--- src/rtl/fetch_issue_queue_if.sv ---
// Fetch-packet and decoder-instruction channels of the issue queue.
interface fetch_issue_queue_if #(
    parameter int XPR_LEN               = 32,
    parameter int DECODER_CHANNEL_DEPTH = 4
);
    logic                                 fetch_valid;
    logic                                 fetch_ready;
    logic [XPR_LEN-1:0]                   fetch_pc;
    logic [XPR_LEN*DECODER_CHANNEL_DEPTH-1:0] fetch_data;
    logic                                 drop;
    logic                                 inst_valid;
    logic                                 inst_ready;
    logic [XPR_LEN-1:0]                   inst;
    logic [XPR_LEN-1:0]                   inst_pc;

    modport master (
        output fetch_valid, fetch_pc, fetch_data, drop, inst_ready,
        input  fetch_ready, inst_valid, inst, inst_pc
    );

    modport slave (
        input  fetch_valid, fetch_pc, fetch_data, drop, inst_ready,
        output fetch_ready, inst_valid, inst, inst_pc
    );
endinterface

--- src/rtl/fetch_issue_queue.sv ---
// Buffers 4-slot fetch packets and issues one instruction per cycle
// to the decoder, with flush on drop.
module fetch_issue_queue #(
    parameter int XPR_LEN               = 32,
    parameter int DECODER_CHANNEL_DEPTH = 4,
    parameter int QUEUE_DEPTH           = 2
) (
    input  logic                clk,
    input  logic                rst_n,
    fetch_issue_queue_if.slave  bus
);
    localparam int SW  = $clog2(DECODER_CHANNEL_DEPTH);
    localparam int PW  = $clog2(QUEUE_DEPTH);
    localparam int CW  = PW + 1;
    localparam int PKT = XPR_LEN * DECODER_CHANNEL_DEPTH;
    localparam int BW  = XPR_LEN - SW - 2;

    logic [CW-1:0]  count;
    logic [PW-1:0]  wr_ptr;
    logic [PW-1:0]  rd_ptr;
    logic [PW-1:0]  rd_nxt;
    logic [SW-1:0]  cur_slot;
    logic [SW-1:0]  slot_nxt;

    logic [BW-1:0]  q_base  [QUEUE_DEPTH];
    logic [SW-1:0]  q_start [QUEUE_DEPTH];
    logic [PKT-1:0] q_data  [QUEUE_DEPTH];

    logic           push;
    logic           fire;
    logic           last;
    logic           pop;
    logic [SW-1:0]  in_slot;
    logic [BW-1:0]  in_base;
    logic           unused_pc_lsb;

    assign in_slot       = bus.fetch_pc[SW+1:2];
    assign in_base       = bus.fetch_pc[XPR_LEN-1:SW+2];
    assign unused_pc_lsb = ^bus.fetch_pc[1:0];

    assign bus.fetch_ready = (count != CW'(QUEUE_DEPTH));
    assign bus.inst_valid  = (count != '0);

    assign push   = bus.fetch_valid & bus.fetch_ready & ~bus.drop;
    assign fire   = bus.inst_valid & bus.inst_ready;
    assign last   = (cur_slot == SW'(DECODER_CHANNEL_DEPTH - 1));
    assign pop    = fire & last;
    assign rd_nxt = rd_ptr + 1'b1;

    // Outputs read 0 whenever the queue is empty.
    assign bus.inst = bus.inst_valid
                    ? q_data[rd_ptr][cur_slot*XPR_LEN +: XPR_LEN]
                    : '0;
    assign bus.inst_pc = bus.inst_valid
                       ? {q_base[rd_ptr], cur_slot, 2'b00}
                       : '0;

    // A new head takes its start slot from the queue or the incoming packet.
    always_comb begin
        slot_nxt = cur_slot;
        if (pop) begin
            if (count > CW'(1))
                slot_nxt = q_start[rd_nxt];
            else if (push)
                slot_nxt = in_slot;
            else
                slot_nxt = '0;
        end else if (fire) begin
            slot_nxt = cur_slot + 1'b1;
        end else if (push && count == '0) begin
            slot_nxt = in_slot;
        end
    end

    always_ff @(posedge clk or negedge rst_n) begin
        if (!rst_n) begin
            count    <= '0;
            wr_ptr   <= '0;
            rd_ptr   <= '0;
            cur_slot <= '0;
        end else if (bus.drop) begin
            count    <= '0;
            wr_ptr   <= '0;
            rd_ptr   <= '0;
            cur_slot <= '0;
        end else begin
            cur_slot <= slot_nxt;
            if (push)
                wr_ptr <= wr_ptr + 1'b1;
            if (pop)
                rd_ptr <= rd_nxt;
            unique case ({push, pop})
                2'b10:   count <= count + 1'b1;
                2'b01:   count <= count - 1'b1;
                default: count <= count;
            endcase
        end
    end

    always_ff @(posedge clk) begin
        if (push) begin
            q_base[wr_ptr]  <= in_base;
            q_start[wr_ptr] <= in_slot;
            q_data[wr_ptr]  <= bus.fetch_data;
        end
    end
endmodule

--- src/flat_wrapper.sv ---
// flat-port wrapper written by rule: the top's interface ports become plain ports
module fetch_issue_queue_flat 
#(
    parameter int XPR_LEN               = 32,
    parameter int DECODER_CHANNEL_DEPTH = 4,
    parameter int QUEUE_DEPTH           = 2
)
  (clk, rst_n, bus_fetch_valid, bus_fetch_pc, bus_fetch_data, bus_drop, bus_inst_ready, bus_fetch_ready, bus_inst_valid, bus_inst, bus_inst_pc);
  fetch_issue_queue_if #(.XPR_LEN(XPR_LEN), .DECODER_CHANNEL_DEPTH(DECODER_CHANNEL_DEPTH)) bus_i ();
  input  logic clk;
  input  logic rst_n;
  input wire logic [$bits(bus_i.fetch_valid)-1:0] bus_fetch_valid;
  input wire logic [$bits(bus_i.fetch_pc)-1:0] bus_fetch_pc;
  input wire logic [$bits(bus_i.fetch_data)-1:0] bus_fetch_data;
  input wire logic [$bits(bus_i.drop)-1:0] bus_drop;
  input wire logic [$bits(bus_i.inst_ready)-1:0] bus_inst_ready;
  output wire logic [$bits(bus_i.fetch_ready)-1:0] bus_fetch_ready;
  output wire logic [$bits(bus_i.inst_valid)-1:0] bus_inst_valid;
  output wire logic [$bits(bus_i.inst)-1:0] bus_inst;
  output wire logic [$bits(bus_i.inst_pc)-1:0] bus_inst_pc;
  assign bus_i.fetch_valid = bus_fetch_valid;
  assign bus_i.fetch_pc = bus_fetch_pc;
  assign bus_i.fetch_data = bus_fetch_data;
  assign bus_i.drop = bus_drop;
  assign bus_i.inst_ready = bus_inst_ready;
  assign bus_fetch_ready = bus_i.fetch_ready;
  assign bus_inst_valid = bus_i.inst_valid;
  assign bus_inst = bus_i.inst;
  assign bus_inst_pc = bus_i.inst_pc;
  fetch_issue_queue #(.XPR_LEN(XPR_LEN), .DECODER_CHANNEL_DEPTH(DECODER_CHANNEL_DEPTH), .QUEUE_DEPTH(QUEUE_DEPTH)) u_core (.clk(clk), .rst_n(rst_n), .bus(bus_i));
endmodule
--- config.mk ---
export PLATFORM = sky130hd
export DESIGN_NAME = fetch_issue_queue_flat
export DESIGN_NICKNAME = d
export VERILOG_FILES = /design/src/rtl/fetch_issue_queue_if.sv /design/src/rtl/fetch_issue_queue.sv /design/src/flat_wrapper.sv
export SDC_FILE = /design/constraint.sdc
export NUM_CORES = 1
export LEC_CHECK = 0
export CORE_ASPECT_RATIO = 0.8
export CORE_MARGIN = 2
export CORE_UTILIZATION = 47
export DETAILED_ROUTE_END_ITERATION = 10
export MAX_ROUTING_LAYER = met4
export PLACE_DENSITY = 0.84
export SYNTH_ARGS = -nofsm -noshare
export SYNTH_HDL_FRONTEND = slang
export SYNTH_SLANG_ARGS = --single-unit
export TNS_END_PERCENT = 30
--- constraint.sdc ---
create_clock -name clk -period 12.25 [get_ports clk]
set_input_delay 2.45 -clock clk [delete_from_list [all_inputs] [get_ports clk]]
set_output_delay 2.45 -clock clk [all_outputs]
set_load 0.005 [all_outputs]
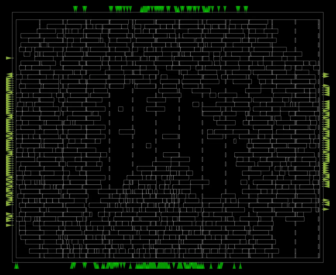
Fig. 1. Cell outlines without signal wires.
count of inserted tapcells: 351
register share of the cell area: 61.3%
sequential cell count: 322

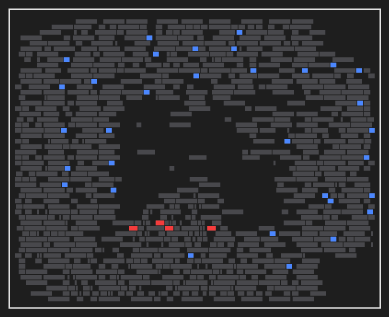
Fig. 2. Selected gate families.
Scale: 2 px per µm.
legend:
  red:
    family: adder and majority cells
    cells: 4
    most_used: ha_1
    where: bottom centre
  blue:
    family: AND-OR and OR-AND gates
    cells: 32
    most_used: a22o_1
    where: all over the die
count of placed standard cells in the final layout, fillers left out: 1,159
commonest non-fill, non-tap cell in the layout: sky130_fd_sc_hd__edfxtp_1
logic share of the area: 15.5%

==> Flow_metrics.wiki <==
== Metrics ==
{| class="wikitable"
! Metric !! Value
|-
| Result of the run || completed
|-
| Hold Path Cell Cnt || 2
|-
| Number of antenna violations at the first check in global routing || 0
|-
| Biggest regs || u_core.q_data: 256 flops, u_core.q_base: 56 flops, u_core.q_start: 4 flops
|-
| Longest Clk Path Bufs || 3
|-
| Die boundary height || 149 µm
|-
| Cells after synthesis || 555
|-
| Final total power || 2.48 mW
|-
| Nets@finish || 956
|-
| Ys flop type || sky130_fd_sc_hd__edfxtp_1
|-
| Area of the mapped netlist || 0.0123 mm²
|-
| Clock transition at the registers of the reported paths || 0.06 ns
|-
| Synthesized-area fraction occupied by and/or/nand/nor cells || 1.82%
|-
| M1 WL || 9.76 mm
|-
| Launch point of the worst hold path || u_core.cur_slot[1]
|-
| Floorplan core area || 0.0255 mm²
|-
| Fraction of layout cells with a size suffix above 1 || 13.9%
|-
| Max Clock Freq || 161 MHz
|-
| Largest vdd supply drop || 0.000111 V
|-
| Leakage || 4.99 nW
|-
| Setup skew after layout || 0.0143 ns
|-
| Fin. Hold Viols || 0
|-
| Iteration-0 DRC Markers || 354
|-
| Complex Gates by Area || 2.73%
|-
| Worst endpoint required time || 9.80 ns
|-
| Top logic family || multiplexers
|-
| Cell at the root of the clock tree || sky130_fd_sc_hd__clkbuf_16
|-
| Fin crit period || 6.23 ns
|-
| GRT met1 Usage || 22.2%
|-
| Path depth of the worst reg2reg path || 6
|-
| Standard-cell rows || 52
|-
| Number of gates resized after CTS || 0
|-
| Worst reg-to-reg setup slack || 8.62 ns
|-
| Routability cong. || 0.745
|-
| Yosys warnings || 0
|-
| XORs/XNORs by Area || 0.285%
|-
| PD cells || 158 mW/mm²
|-
| Critical path cell sequence || buf_4 -> mux4_2 -> a22o_1 -> clkdlybuf4s50_1
|-
| Flip-flops with a built-in enable || 316
|-
| Postcts setup bufs || 0
|-
| DR vias || 6,123
|-
| Endpoint of the worst-slack reg-to-reg timing path || u_core.q_data[1][0]
|-
| Wire length of the first global-routing pass || 36.2 mm
|-
| Chip area || 0.0274 mm²
|-
| Routed met3 length || 1.77 mm
|-
| Kind of critical path || reg2out
|-
| Destination of the critical timing path || bus_inst[9]
|-
| TritonRoute pass-1 iters || 4
|-
| Hold Path Sink || u_core.cur_slot[1]
|-
| Number of buffers created by CTS || 31
|-
| M2 GR Usage || 29.5%
|-
| Slowest cell on the critical path || sky130_fd_sc_hd__dfrtp_4
|-
| Via count of the first global-routing pass || 6,616
|-
| Crit path arrival time || 3.78 ns
|-
| Skew-Pair Late Insertion Delay || 0.54 ns
|-
| Worst hold path class || reg2reg
|-
| Count of unique library cells instantiated by Yosys || 29
|-
| Final wirelength || 24.0 mm
|-
| Sum of negative setup slack || 0 ns
|-
| Tightest slew margin relative to the limit || 22.6%
|-
| Tightest Pin Transition || 1.16 ns
|-
| Number of max-slew violations in the final report || 0
|-
| Critical Path Sink Type || output port
|-
| Global-route usage over all layers || 17.8%
|-
| Average footprint of a synthesized cell || 22.1 µm²
|-
| Type of element launching the critical path || flip-flop
|-
| Worst reg2reg startpoint || u_core.count[0]
|-
| Share of the core filled by cells before placement || 48.1%
|-
| Most frequent cells in the layout || sky130_fd_sc_hd__edfxtp_1 (316), sky130_fd_sc_hd__clkdlybuf4s50_1 (226), sky130_fd_sc_hd__mux4_2 (64)
|-
| Period utilization || 50.8%
|-
| Post-synthesis adder-cell area fraction || 0.408%
|-
| Flip-flop count of the largest register after layout || 256
|-
| Async set-reset flop share out of synthesis || 1.86%
|-
| Final routed DRC violation total || 0
|-
| Global route overflow || 0
|-
| Pin count of the biggest net entering global routing || 84
|-
| Count of endpoints failing setup in the final report || 0
|-
| Area overhead of the layout relative to synthesis || 28.2%
|-
| Synth Register Bits || 322
|-
| Stage-log warning count || 30
|-
| Antenna Violating Nets Remaining || 0
|-
| Maximum fanout along the worst path || 51
|-
| Post-synthesis chip area from yosys || 0.0123 mm²
|-
| Start point of the critical path || u_core.rd_ptr
|-
| Setup repair after global routing missed its margin || false
|-
| Die boundary width || 185 µm
|-
| Sum of met2 wire segment lengths after detailed routing || 11.9 mm
|-
| Final routed wire length divided by cell count || 20.7 µm
|-
| Clock sink count || 322
|-
| Number of cells in the yosys synthesis report || 555
|-
| Reported max-cap violation count || 0
|-
| Mux share || 14.3%
|-
| Top Layer Used || met4
|-
| Most congested layer reported by global routing || met2
|-
| # H-tree levels || 1
|-
| Via-per-instance ratio || 5.28
|-
| Number of diodes added for antenna fixing || 0
|-
| Proportion of synthesized chip area in sequential cells || 78.5%
|-
| Stage delay of the slowest cell on the critical path || 1.05 ns
|-
| # hold bufs at CTS || 0
|-
| Post-detailed-placement half-perimeter wirelength || 14.7 mm
|-
| Clock tree from TritonCTS || built
|-
| Routing usage on met3 || 4.77%
|-
| Register bank with the most flops || u_core.q_data
|}
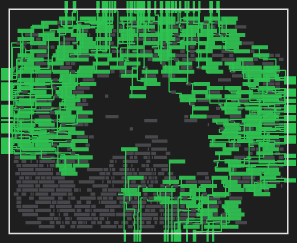
Fig. 3. I/O nets highlighted.
Scale: 1.5 px per µm.
legend:
  green:
    port: bus_fetch_data
    bits: 128
    direction: input
    edge: 43 top, 35 left, 33 right, 17 bottom
    end_cells: 256
    wire: 5,640 µm
I/O pins: 231
number of I/O port buffers: 226

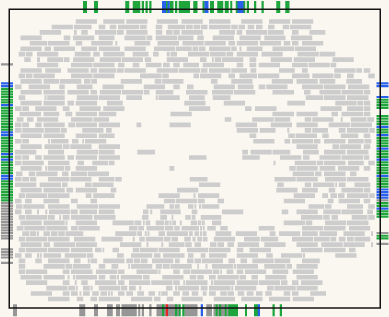
Fig. 4. Pin map.
Scale: 2 px per µm. Pins as bars across the die edge, other pins in grey.
legend:
  red:
    port: bus_fetch_ready
    pins: 1
    direction: output
    edge: bottom
  green:
    port: bus_fetch_data
    pins: 128
    direction: input
    edge: 43 top, 35 left, 33 right, 17 bottom
  blue:
    port: bus_inst
    pins: 32
    direction: output
    edge: 13 right, 9 left, 8 top, 2 bottom
all pins by edge: 67 bottom, 64 left, 51 top, 49 right

==> critical path, delay by kind of cell, from the launching register on <==
family,cells,cell delay [ns]
mux,1,0.61
flops,1,1.05
buf+inv,2,1.31
compound gates,1,0.24
==> metrics by stage <==
step           util, %  setup slack, ns  hold WS [ns]  std cells  instance area [µm²]
2_1_floorplan        -             2.88         0.529        556                12300
3_3_place_gp      58.2             6.42         0.595       1105                14800
3_5_place_dp      58.2             6.43         0.607       1105                14800
4_1_cts           61.7             5.83         0.616       1159                15700
5_1_grt           61.7             5.70         0.668       1159                15700
6_report          61.7             6.02         0.620       1159                15700
==> Yosys cell counts (4+ instances only) <==
cell,number,area [µm²]
sky130_fd_sc_hd__clkbuf_1,12,45.0
sky130_fd_sc_hd__nor2_1,36,135
sky130_fd_sc_hd__buf_4,7,52.6
sky130_fd_sc_hd__dfrtp_1,6,150
sky130_fd_sc_hd__mux4_2,64,1440
sky130_fd_sc_hd__mux2i_1,32,320
sky130_fd_sc_hd__ha_1,4,50.1
sky130_fd_sc_hd__inv_1,4,15.0
sky130_fd_sc_hd__a22o_1,32,280
sky130_fd_sc_hd__edfxtp_1,316,9490
sky130_fd_sc_hd__buf_2,6,30.0
sky130_fd_sc_hd__buf_1,4,15.0
==> power breakdown <==
group,total [mW],internal (mW),switching (mW),leakage [nW]
Clock,0.856,0.484,0.372,0.439
Combinational,0.313,0.182,0.131,1.57
Sequential,1.31,1.28,0.0323,2.97
==> layout make-up <==
class / count / area (µm²)
Clock buffer: 42 / 817
Clock inverter: 12 / 85.1
Fill cell: 1817 / 9760
Inverter: 4 / 15.0
Multi-Input combinational cell: 197 / 2440
Sequential cell: 322 / 9650
Tap cell: 351 / 439
Timing Repair Buffer: 231 / 2300
No activity file was given, so power comes from the tool's default toggle rates.
